## src/rtl/tone_sequencer_pkg.sv

```systemverilog
// tone_sequencer_pkg: shared state encodings, default widths/limits and timer sizing
package tone_sequencer_pkg;

    typedef enum logic [1:0] {
        S_IDLE = 2'd0,
        S_REQ  = 2'd1,
        S_TONE = 2'd2,
        S_GAP  = 2'd3
    } state_e;

    localparam int FREQ_W_DEF   = 12;
    localparam int FREQ_MIN_DEF = 100;
    localparam int FREQ_MAX_DEF = 3000;
    localparam int CLK_HZ       = 16_000_000;

    function automatic int timer_w(input int tone, input int gap);
        int m;
        m = tone > gap ? tone : gap;
        m = m < 2 ? 2 : m;
        return $clog2(m);
    endfunction

endpackage

```

## src/rtl/tone_sequencer_period_timer.sv

```systemverilog
// tone_sequencer_period_timer: loadable down-counter with zero flag, shared by tone and gap
module tone_sequencer_period_timer
    import tone_sequencer_pkg::*;
#(
    parameter int W = 4
) (
    input  logic         clk,
    input  logic         rst,
    input  logic         load_i,
    input  logic [W-1:0] val_i,
    input  logic         dec_i,
    output logic [W-1:0] cnt_o,
    output logic         zero_o
);

    logic [W-1:0] cnt_q, cnt_d;

    // load wins over decrement; the count parks at zero
    always_comb cnt_d = load_i ? val_i : (dec_i && cnt_q != '0) ? cnt_q - W'(1) : cnt_q;

    // counter register, cleared by the asynchronous active-low reset
    always_ff @(posedge clk or negedge rst)
        if (!rst) cnt_q <= '0;
        else      cnt_q <= cnt_d;

    assign cnt_o  = cnt_q;
    assign zero_o = cnt_q == '0;

endmodule

```

## src/rtl/tone_sequencer.sv

```systemverilog
// tone_sequencer: requests a random frequency, plays it for a tone period, then a gap, until stopped
module tone_sequencer
    import tone_sequencer_pkg::*;
#(
    parameter int FREQ_W   = FREQ_W_DEF,
    parameter int TONE_CYC = 16_000_000,
    parameter int GAP_CYC  = 0,
    parameter int FREQ_MIN = FREQ_MIN_DEF,
    parameter int FREQ_MAX = FREQ_MAX_DEF
) (
    input  logic              clk,
    input  logic              rst,
    input  logic              start,
    input  logic              stop,
    input  logic              rnd_valid,
    input  logic [FREQ_W-1:0] rnd_freq,
    output logic              rnd_req,
    output logic [FREQ_W-1:0] freq_out,
    output logic              tone_en,
    output logic              sec,
    output logic              busy,
    output logic [7:0]        tone_cnt
);

    localparam int              TW      = timer_w(TONE_CYC, GAP_CYC);
    localparam logic [TW-1:0]   TONE_LD = TW'(TONE_CYC - 1);
    localparam logic [TW-1:0]   GAP_LD  = TW'(GAP_CYC > 0 ? GAP_CYC - 1 : 0);
    localparam logic [FREQ_W-1:0] FMIN  = FREQ_W'(FREQ_MIN);
    localparam logic [FREQ_W-1:0] FMAX  = FREQ_W'(FREQ_MAX);

    state_e            state_q;
    logic [FREQ_W-1:0] freq_q, freq_d;
    logic              tone_en_q, rnd_req_q, sec_q, sec_d, busy_q, stop_pend_q;
    logic [7:0]        tone_cnt_q;
    logic [TW-1:0]     tmr_cnt, tmr_val;
    logic              tmr_zero, tmr_load, tmr_dec, hs, pend;

    // handshake, clamp, timer control and the sec look-ahead
    always_comb begin
        hs       = state_q == S_REQ && rnd_req_q && rnd_valid && !stop;
        pend     = stop_pend_q || stop;
        freq_d   = rnd_freq < FMIN ? FMIN : rnd_freq > FMAX ? FMAX : rnd_freq;
        tmr_load = hs || (state_q == S_TONE && tmr_zero && GAP_CYC > 0);
        tmr_val  = hs ? TONE_LD : GAP_LD;
        tmr_dec  = state_q == S_TONE || state_q == S_GAP;
        sec_d    = (hs && TONE_CYC == 1) || (state_q == S_TONE && tmr_cnt == TW'(1));
    end

    tone_sequencer_period_timer #(.W(TW)) u_timer (
        .clk    (clk),
        .rst    (rst),
        .load_i (tmr_load),
        .val_i  (tmr_val),
        .dec_i  (tmr_dec),
        .cnt_o  (tmr_cnt),
        .zero_o (tmr_zero)
    );

    // sequencing FSM with all outputs registered
    always_ff @(posedge clk or negedge rst) begin
        if (!rst) begin
            state_q     <= S_IDLE;
            freq_q      <= '0;
            tone_en_q   <= 1'b0;
            rnd_req_q   <= 1'b0;
            sec_q       <= 1'b0;
            busy_q      <= 1'b0;
            tone_cnt_q  <= '0;
            stop_pend_q <= 1'b0;
        end else begin
            sec_q <= sec_d;
            case (state_q)
                S_IDLE: begin
                    stop_pend_q <= 1'b0;
                    if (start && !stop) begin
                        state_q   <= S_REQ;
                        rnd_req_q <= 1'b1;
                        busy_q    <= 1'b1;
                    end
                end
                S_REQ: begin
                    if (stop) begin
                        state_q   <= S_IDLE;
                        rnd_req_q <= 1'b0;
                        busy_q    <= 1'b0;
                    end else if (hs) begin
                        state_q   <= S_TONE;
                        freq_q    <= freq_d;
                        tone_en_q <= 1'b1;
                        rnd_req_q <= 1'b0;
                    end
                end
                S_TONE: begin
                    if (stop) stop_pend_q <= 1'b1;
                    if (tmr_zero) begin
                        tone_cnt_q <= tone_cnt_q + 8'd1;
                        tone_en_q  <= 1'b0;
                        if (GAP_CYC > 0) begin
                            state_q <= S_GAP;
                        end else if (pend) begin
                            state_q     <= S_IDLE;
                            busy_q      <= 1'b0;
                            stop_pend_q <= 1'b0;
                        end else begin
                            state_q   <= S_REQ;
                            rnd_req_q <= 1'b1;
                        end
                    end
                end
                default: begin
                    if (stop) stop_pend_q <= 1'b1;
                    if (tmr_zero) begin
                        if (pend) begin
                            state_q     <= S_IDLE;
                            busy_q      <= 1'b0;
                            stop_pend_q <= 1'b0;
                        end else begin
                            state_q   <= S_REQ;
                            rnd_req_q <= 1'b1;
                        end
                    end
                end
            endcase
        end
    end

    assign rnd_req  = rnd_req_q;
    assign freq_out = freq_q;
    assign tone_en  = tone_en_q;
    assign sec      = sec_q;
    assign busy     = busy_q;
    assign tone_cnt = tone_cnt_q;

endmodule

```

## config.mk

```make
export PLATFORM = sky130hd
export DESIGN_NAME = tone_sequencer
export DESIGN_NICKNAME = d
export VERILOG_FILES = /design/src/rtl/tone_sequencer_pkg.sv /design/src/rtl/tone_sequencer_period_timer.sv /design/src/rtl/tone_sequencer.sv
export SDC_FILE = /design/constraint.sdc
export NUM_CORES = 1
export LEC_CHECK = 0
export ABC_AREA = 1
export ABC_CLOCK_PERIOD_IN_PS = 1400
export CORE_ASPECT_RATIO = 2
export CORE_UTILIZATION = 30
export DETAILED_ROUTE_END_ITERATION = 10
export GPL_ROUTABILITY_DRIVEN = 0
export REMOVE_ABC_BUFFERS = 1
export SKIP_LAST_GASP = 1
export SYNTH_ARGS = -nofsm -noshare
export SYNTH_HDL_FRONTEND = slang
export SYNTH_SLANG_ARGS = --single-unit
```

## constraint.sdc

```tcl
create_clock -name clk -period 1.4 [get_ports clk]
set_input_delay 0.35 -clock clk [delete_from_list [all_inputs] [get_ports clk]]
set_output_delay 0.35 -clock clk [all_outputs]
set_load 0.02 [all_outputs]
```

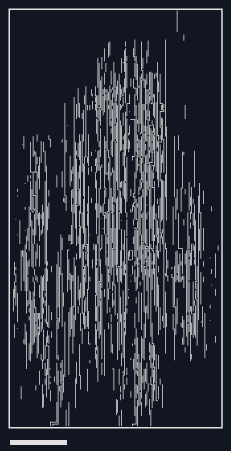
*The metal 2 layer, run 1*
Scale bar: 20 um.
The layer carries 5980 um of wire. 541 nets have wire on it. The wires run mostly vertical.

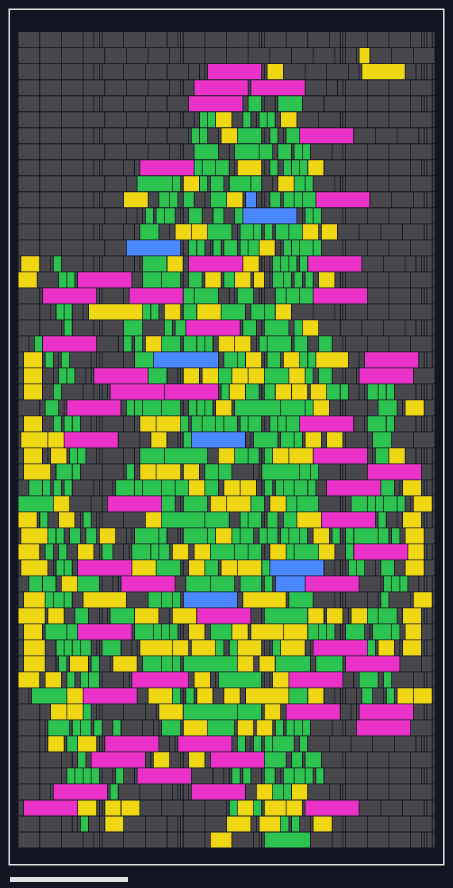
*Cells colored by class, run 1*
Scale bar: 20 um. Fill, decap, tap and diode cells in gray.
Magenta stands for registers, cells 51. Green stands for remaining logic cells, cells 372. Blue stands for clock drivers and dummy loads, cells 8. Yellow stands for remaining buffers and delay cells, cells 169.

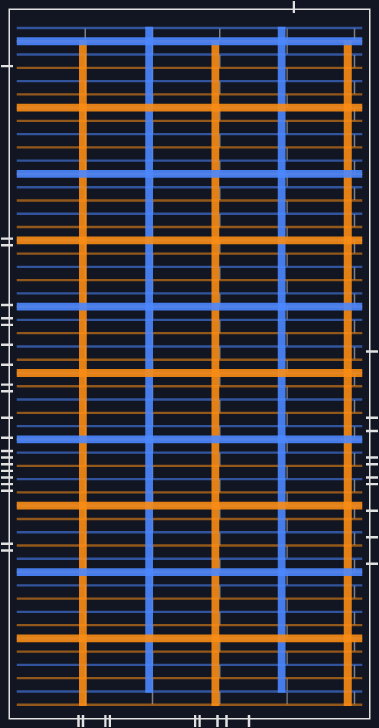
*Supply network, run 1*
Pins as bars on the die edge. Tap cells in gray.
Orange stands for VSS. Blue stands for VDD.
41 signal pins sit on the boundary. 5 straps on met4. 52 met1 rails follow the rows.

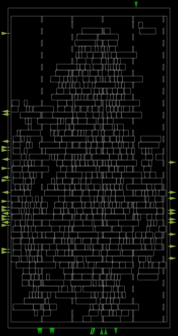
*Placement view, run 1*
row cnt: 51
Tap Cells: 132
final core occ: 0.544
Seq/total area: 0.239

==> flow_metrics.py, run 1 <==
# Flow results
metrics = {
    "finish": {
        "final_common_cell": "nand2_1",
        "n_antenna_cell": 0,
        "comb_area_frac": 0.377,
        "lay_top_cells": "nand2_1, buf_4, dfrtp_1",
        "postLayoutCellArea_sq_um": 5350,
        "area_growth_pct": 74.1,
        "drive_gt1_frac": 0.422,
        "num-multi-input-gates": 327,
        "largest_reg_flops": 24,
        "clock_area_frac": 0.0325,
        "design.seq.count": 51,
        "num-nonclk-inverters": 45,
        "buffer_area_frac": 0.282,
    },
    "floorplan": {
        "die_h_um": 145,
        "chipArea_sq_um": 10700,
        "core_sq_um": 9830,
        "die_w_um": 73.6,
    },
    "worst_setup_path": {
        "r2r_cells": 10,
        "cp.required_ps": 1580,
        "critical-path-top-delay-family": "simple AND/OR/NAND/NOR gates",
        "path_class": "register to register",
        "cp.buffers_inverters": 2,
        "cp_slowest_cell": "dfrtp_2",
        "crit_cells": 10,
        "crit_arrival_ps": 1820,
        "cpPeakStageDelay_ps": 460,
        "timing.rr.start": "u_timer.cnt_o[2]",
        "crit_top_cell": "nand2_2",
    },
    "routing": {
        "wl_met3_um": 381,
        "drc": 0,
        "viasPerCell": 4.82,
        "ant_nets": 0,
        "drt-pass1-iter-count": 4,
        "met1Wirelength_um": 3430,
        "initialDrtViolationCount": 292,
        "met2WireLength_um": 5980,
        "wl_per_cell_um": 14.0,
        "top_layer": "met4",
    },
    "pwr": {
        "switching_share": 0.207,
        "p_total_mw": 3.09,
        "maxPowerGroup": "sequential cells",
        "p_per_area_nw_per_um2": 577,
        "peakVddDrop_mv": 0.455,
        "power.internal_mw": 2.45,
        "sequentialPowerShare": 0.477,
        "p_seq_mw": 1.47,
    },
    "yosys": {
        "ys_warn_count": 0,
        "area_leaders": "dfrtp_1, nand2_1, nand3_1",
        "yosys_area_sq_um": 3070,
        "enable_flop_cells": 0,
        "ys_seq_frac": 0.415,
        "ys_types": 29,
        "synth_dominant_cell_count": "nand2_1",
        "syn_inst": 428,
        "flop_cell": "dfrtp_1",
        "synth.comb.largest_family": "simple AND/OR/NAND/NOR gates",
        "top_cells_by_count": "nand2_1, dfrtp_1, nor2_1, nand3_1, inv_1",
        "ys_sh_xor": 0.0257,
        "mux_area_frac": 0,
    },
    "timing": {
        "hold_viol": 0,
        "period_minus_slack_ps": 1640,
        "tns_ps": -5130,
        "worstMarginPinSlew_ps": 276,
        "setup_slack_ps": -242,
        "setup_viol": 44,
        "hold_ws_ps": 32.1,
        "relSlewSlack": 0.814,
    },
    "global_route": {
        "grt_use_met2": 0.384,
        "grt_util_all_layers": 0.197,
        "grt_pass1_wl_um": 16300,
    },
    "clock_tree": {
        "worstSkewPairLatency_ps": 290,
        "path_clk_slew_ps": 70,
    },
    "placement": {
        "place_area_sq_um": 4370,
    },
    "run_status": {
        "violations": "setup timing",
        "outcome": "finished, violations left",
    },
    "hold_path": {
        "hp-class": "input port to async pin",
    },
}
--- run 2 (diff from run 1) ---
--- a/config.mk
+++ b/config.mk
@@ -8,4 +8,5 @@
 export ABC_AREA = 1
 export ABC_CLOCK_PERIOD_IN_PS = 1400
+export CAP_MARGIN = 20
 export CORE_ASPECT_RATIO = 2
 export CORE_UTILIZATION = 30
==> constraint.sdc (replaced) <==
create_clock -name clk -period 1.4 [get_ports clk]
set_input_delay 0.14 -clock clk [delete_from_list [all_inputs] [get_ports clk]]
set_output_delay 0.14 -clock clk [all_outputs]
set_load 0.02 [all_outputs]
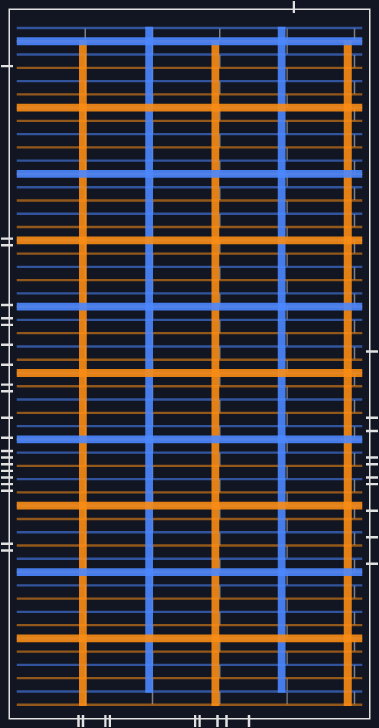
*Supply network, run 2*
Pins as bars on the die edge. Tap cells in gray.
Blue stands for VDD. Orange stands for VSS.
10 straps on met5. 132 tap cells.
overall die width: 73.6 um
VDD IR-drop max: 0.581 mV
Die Ht: 145 um
Core Footprint: 9830 sq um

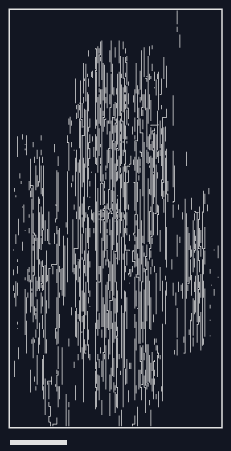
*The metal 2 layer, run 2*
Scale bar: 20 um.
The wires run mostly vertical. The longest straight run is 80.6 um.
met2 global-route usage: 0.341
routed vias: 3443
routed wire length: 9720 um

==> run 2 against run 1 <==
  * The run still ends with setup timing left
  * Cell area shrank 3.4%
  * Cell count shrank 1.6%
  * Via count decreased by 2.4%
  * Critical endpoint is now u_timer.cnt_o[20]
  * First-iteration DRC count down 29%
  * Maximum frequency rose by 4.8%
==> flow_metrics.py, run 2 <==
# Flow results
metrics = {
    "floorplan": {
        "num_rows": 51,
        "tap_cells": 132,
    },
    "yosys": {
        "syn_inst": 428,
        "yosys_area_sq_um": 3070,
        "ys_types": 29,
        "flop_cell": "dfrtp_1",
        "ys_warn_count": 0,
        "synth_dominant_cell_count": "nand2_1",
        "mux_area_frac": 0,
        "enable_flop_cells": 0,
        "ys_seq_frac": 0.415,
        "synth.comb.largest_family": "simple AND/OR/NAND/NOR gates",
        "area_leaders": "dfrtp_1, nand2_1, nand3_1",
    },
    "finish": {
        "postLayoutCellArea_sq_um": 5170,
        "final_common_cell": "nand2_1",
        "design.seq.count": 51,
        "drive_gt1_frac": 0.378,
        "clock_area_frac": 0.0327,
        "buffer_area_frac": 0.273,
        "area_growth_pct": 68.2,
    },
    "pwr": {
        "power.internal_mw": 2.40,
        "sequentialPowerShare": 0.481,
        "p_seq_mw": 1.47,
    },
    "clock_tree": {
        "worstSkewPairLatency_ps": 300,
    },
    "timing": {
        "period_minus_slack_ps": 1570,
        "hold_ws_ps": 341,
        "setup_viol": 38,
        "setup_slack_ps": -166,
        "tns_ps": -4040,
    },
    "worst_setup_path": {
        "critical-path-top-delay-family": "simple AND/OR/NAND/NOR gates",
        "crit_arrival_ps": 1810,
        "path_class": "register to register",
        "cp.required_ps": 1640,
    },
    "run_status": {
        "violations": "setup timing",
        "outcome": "finished, violations left",
    },
    "global_route": {
        "grt_pass1_wl_um": 15100,
        "grt_util_all_layers": 0.183,
    },
    "routing": {
        "ant_nets": 0,
        "initialDrtViolationCount": 208,
        "wl_met3_um": 281,
    },
    "hold_path": {
        "hp-class": "input port to async pin",
    },
}
Power figures rest on the tool's default switching activity, not on a simulated workload.
